### src/rtl/axi_chk_fifo.sv
// Small in-order FIFO holding burst lengths. A push while full and a pop
// while empty are ignored; the owner flags those cases itself.
module axi_chk_fifo #(
  parameter int WIDTH = 8,
  parameter int DEPTH = 8
) (
  input  logic                       clk_i,
  input  logic                       rst_ni,
  input  logic                       push_i,
  input  logic                       pop_i,
  input  logic [WIDTH-1:0]           data_i,
  output logic [WIDTH-1:0]           data_o,
  output logic                       full_o,
  output logic                       empty_o,
  output logic [$clog2(DEPTH+1)-1:0] count_o
);

  localparam int PTR_W = $clog2(DEPTH);
  localparam int CNT_W = $clog2(DEPTH + 1);

  logic [WIDTH-1:0] mem [DEPTH];
  logic [PTR_W-1:0] wr_ptr_q, rd_ptr_q;
  logic [CNT_W-1:0] count_q, count_d;
  logic             push_ok, pop_ok;

  assign full_o  = (count_q == CNT_W'(DEPTH));
  assign empty_o = (count_q == '0);
  assign push_ok = push_i & ~full_o;
  assign pop_ok  = pop_i & ~empty_o;
  assign data_o  = mem[rd_ptr_q];
  assign count_o = count_q;

  // Occupancy: a simultaneous push and pop leaves the count unchanged.
  always_comb begin
    count_d = count_q;
    case ({push_ok, pop_ok})
      2'b10:   count_d = count_q + CNT_W'(1);
      2'b01:   count_d = count_q - CNT_W'(1);
      default: count_d = count_q;
    endcase
  end

  // Pointers and count; depth is a power of two so pointers wrap naturally.
  always_ff @(posedge clk_i or negedge rst_ni) begin
    if (!rst_ni) begin
      wr_ptr_q <= '0;
      rd_ptr_q <= '0;
      count_q  <= '0;
    end else begin
      if (push_ok) wr_ptr_q <= wr_ptr_q + PTR_W'(1);
      if (pop_ok)  rd_ptr_q <= rd_ptr_q + PTR_W'(1);
      count_q <= count_d;
    end
  end

  // Storage needs no reset: entries are only read while counted as valid.
  always_ff @(posedge clk_i) begin
    if (push_ok) mem[wr_ptr_q] <= data_i;
  end

endmodule

### config.mk
export PLATFORM = sky130hd
export DESIGN_NAME = axi_chk_fifo
export DESIGN_NICKNAME = d
export VERILOG_FILES = /design/src/rtl/axi_chk_fifo.sv
export SDC_FILE = /design/constraint.sdc
export NUM_CORES = 1
export LEC_CHECK = 0
export ABC_AREA = 1
export CELL_PAD_IN_SITES_DETAIL_PLACEMENT = 1
export CELL_PAD_IN_SITES_GLOBAL_PLACEMENT = 2
export CORE_MARGIN = 2
export CORE_UTILIZATION = 40
export DETAILED_ROUTE_END_ITERATION = 12
export PLACE_DENSITY_LB_ADDON = 0.12
export SLEW_MARGIN = 20
export SYNTH_ARGS = -nofsm -noshare
export SYNTH_HDL_FRONTEND = slang
export SYNTH_SLANG_ARGS = --single-unit
### constraint.sdc
create_clock -name clk_i -period 4.2 [get_ports clk_i]
set_input_delay 0.63 -clock clk_i [delete_from_list [all_inputs] [get_ports clk_i]]
set_output_delay 0.63 -clock clk_i [all_outputs]
set_load 0.03 [all_outputs]
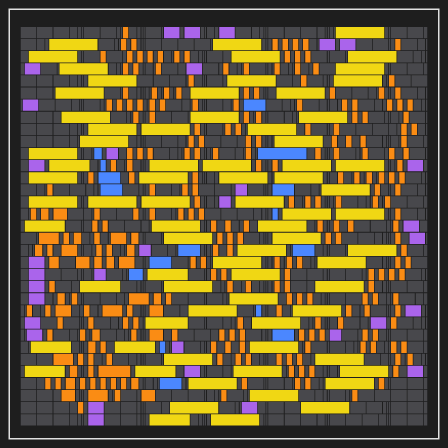
(images/class_map.png)
Fill, decap, tap and diode cells in gray.
clock drivers and dummy loads: marked blue, cells 16. sequential cells: marked yellow, cells 74. remaining buffers and delay cells: marked purple, cells 32. remaining logic cells: marked orange, cells 271.

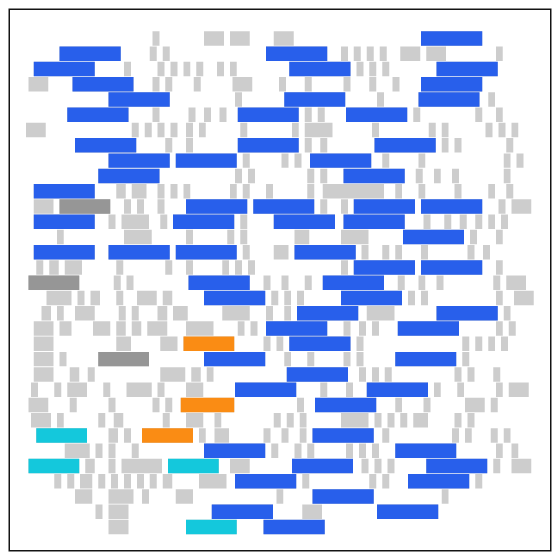
(images/ff_map.png)
Other sequential cells in the stronger gray, the rest of the logic in the fainter gray.
rd_ptr_q: marked orange, flops 3. mem: marked blue, flops 64, where spread over the die. count_o: marked cyan, flops 4, where lower left.

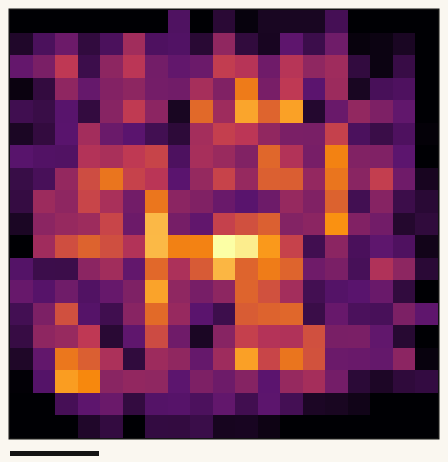
(images/route_heat.png)
The bar under the picture is 20 um long. 19 x 19 tiles, from black (low) to pale yellow (high), scaled to the fullest tile. Values are wire area over tile area, all layers added.
The mean over all tiles is 0.12. The densest ninth of the die: center. 11% of the tiles are nearly empty. 19% of the tiles are over half the peak.

==> results.txt <==
flow finished, numbers: Starting Density=41.4%, Mux area share=0%, routability cong.=0.744, Post-DP Area=3760 sq um, root cell of the clock tree=clkbuf_8, pre-CTS setup slack=1.25 ns, Post-Place Cells=482, yosys stat area=3400 sq um, switch share=41.4%, Max transition margin=36.9%, Max-Cap Viols=0, layout overhead on the synthesized area=16.0%, ANT nets after route=0, Max clock buf depth=2, Worst setup startpoint=rd_ptr_q[0]$_DFFE_PN0P_, Post-CTS Setup Repair Bufs=0, Seq/Total Area, Yosys=63.9%, CP Capture Point=data_o[4], power per cell area=720 nW/um^2, clock share of power=18.6%, DR iter-0 viols=125, most instantiated logic cells after routing=127 x nand2_1, 66 x nor2_1, 64 x edfxtp_1, Hold Path Class=register to register, fin cells=498, Static Leakage=1.73 nW, crit end category=output port, status=complete, no violations, CTS resizes=0, Data required, critical path=3.57 ns, DRT Pass-1 Iters=4, Gate power share=43.2%, worst r2r dst=count_o[3]$_DFFE_PN0P_, P_sw=1.17 mW, CTS tree=done, Synthesized Nets=375, internal power=1.66 mW, Final Slew Violations=0, crit share post-route=78.7%, layout cells sized above 1=6.87%, sequential share of power=38.2%, hold path depth=2, initial antenna violation count=0, CTS Buf Count=9, sink of the worst hold path=wr_ptr_q[1]$_DFFE_PN0P_, register bit total from synthesis=74, r2r setup slk=1.92 ns, Die Ht=96.2 um, fin util=48.0%, Die Area=9250 sq um, Worst EP arrival=2.68 ns, power consumption=2.84 mW, Layout Nets=406, Basic Gates by Area=23.7%, clock sinks=74, Hold-fix buffers, CTS=0, synthesized area=3400 sq um, Tmin final=3.31 ns, CP Class=register to output port, CTS clock-pin slew for the worst setup and hold paths=0.07 ns, core box area=8220 sq um, Max Fanout on Critical Path=40, Crit Reg-Reg Startpoint=count_o[0]$_DFFE_PN0P_, total routed wirelength=7340 um, Avg Inst Size Synth=9.52 sq um, most numerous logic cell after layout=nand2_1, Rows=33, Worst-Margin Slew=0.940 ns, vias per cell=4.69, grt ovf=0, # Cells Yosys=357, setup_tns=0 ns, # diodes=0, Wirelength per Cell=14.7 um, Fin Clk Skew=0.0108 ns, post-synthesis cell count=357, vias in the first global route=2327, Top Ports=26, hold wc startpoint=wr_ptr_q[1]$_DFFE_PN0P_, Buffers on Ports=25, Worst Setup Start Kind=register, reg2reg path depth=10, gr usage total=17.8%, die width=96.2 um, cell area after layout=3940 sq um, RSZ-0062 raised after global routing=false, worst setup margin=0.893 ns, first-pass GRT wire length=11900 um
critical path, cell delays in order, from the launching register on:
cell	delay (ns)
dfrtp_2	0.81
buf_4	0.39
nor2_1	0.08
nor2_1	0.11
nand2_1	0.07
nand2_1	0.08
nand2_1	0.05
nand2_1	0.06
clkdlybuf4s50_1	0.66
cell type report:
class / instances / area [sq um]
multi-input cells: 224 / 977
inverters: 47 / 176
flip-flops and latches: 74 / 2170
well taps: 105 / 131
clock inverters: 7 / 58.8
clock buffers: 9 / 124
repair buffers: 32 / 303
fillers: 954 / 4270
power by group through the flow:
stage / logic [mW] / registers [mW] / clock network (mW)
5_1_grt: 1.39 / 1.11 / 0.565
6_report: 1.23 / 1.09 / 0.527
3_5_place_dp: 1.25 / 1.11 / 0
4_1_cts: 1.25 / 1.09 / 0.534
3_3_place_gp: 1.22 / 1.10 / 0
2_1_floorplan: 0.893 / 1.05 / 0
metal layers:
layer | up-vias | part of all wire (%) | global-route usage, %
li1 | 1174 | - | -
met1 | 1118 | 48 | 23.6
met2 | 34 | 48 | 28.9
met3 | 10 | 2.6 | 3.13
met4 | 0 | 1.7 | 7.62
met5 | - | 0 | 0
sequential cells by signal (all words and copies together), names as in the netlist:
name	count
count_o	4
mem	64
rd_ptr_q	3
wr_ptr_q	3
cell usage after synthesis:
master	instances	area (sq um)
edfxtp_1	64	1920
nand3_1	4	20.0
nand3_2	1	10.0
inv_1	46	173
buf_2	5	25.0
xor2_1	2	17.5
nor2_1	66	248
dfrtp_1	10	250
nand2_2	1	6.26
clkbuf_1	1	3.75
nand2_1	127	477
buf_6	4	45.0
inv_2	1	3.75
xnor2_1	4	35.0
nor3_1	8	40.0
fa_1	1	20.0
o21ai_0	4	20.0
buf_4	2	15.0
or2_2	1	6.26
ha_1	5	62.6
Power is estimated from default activity; no workload was simulated.
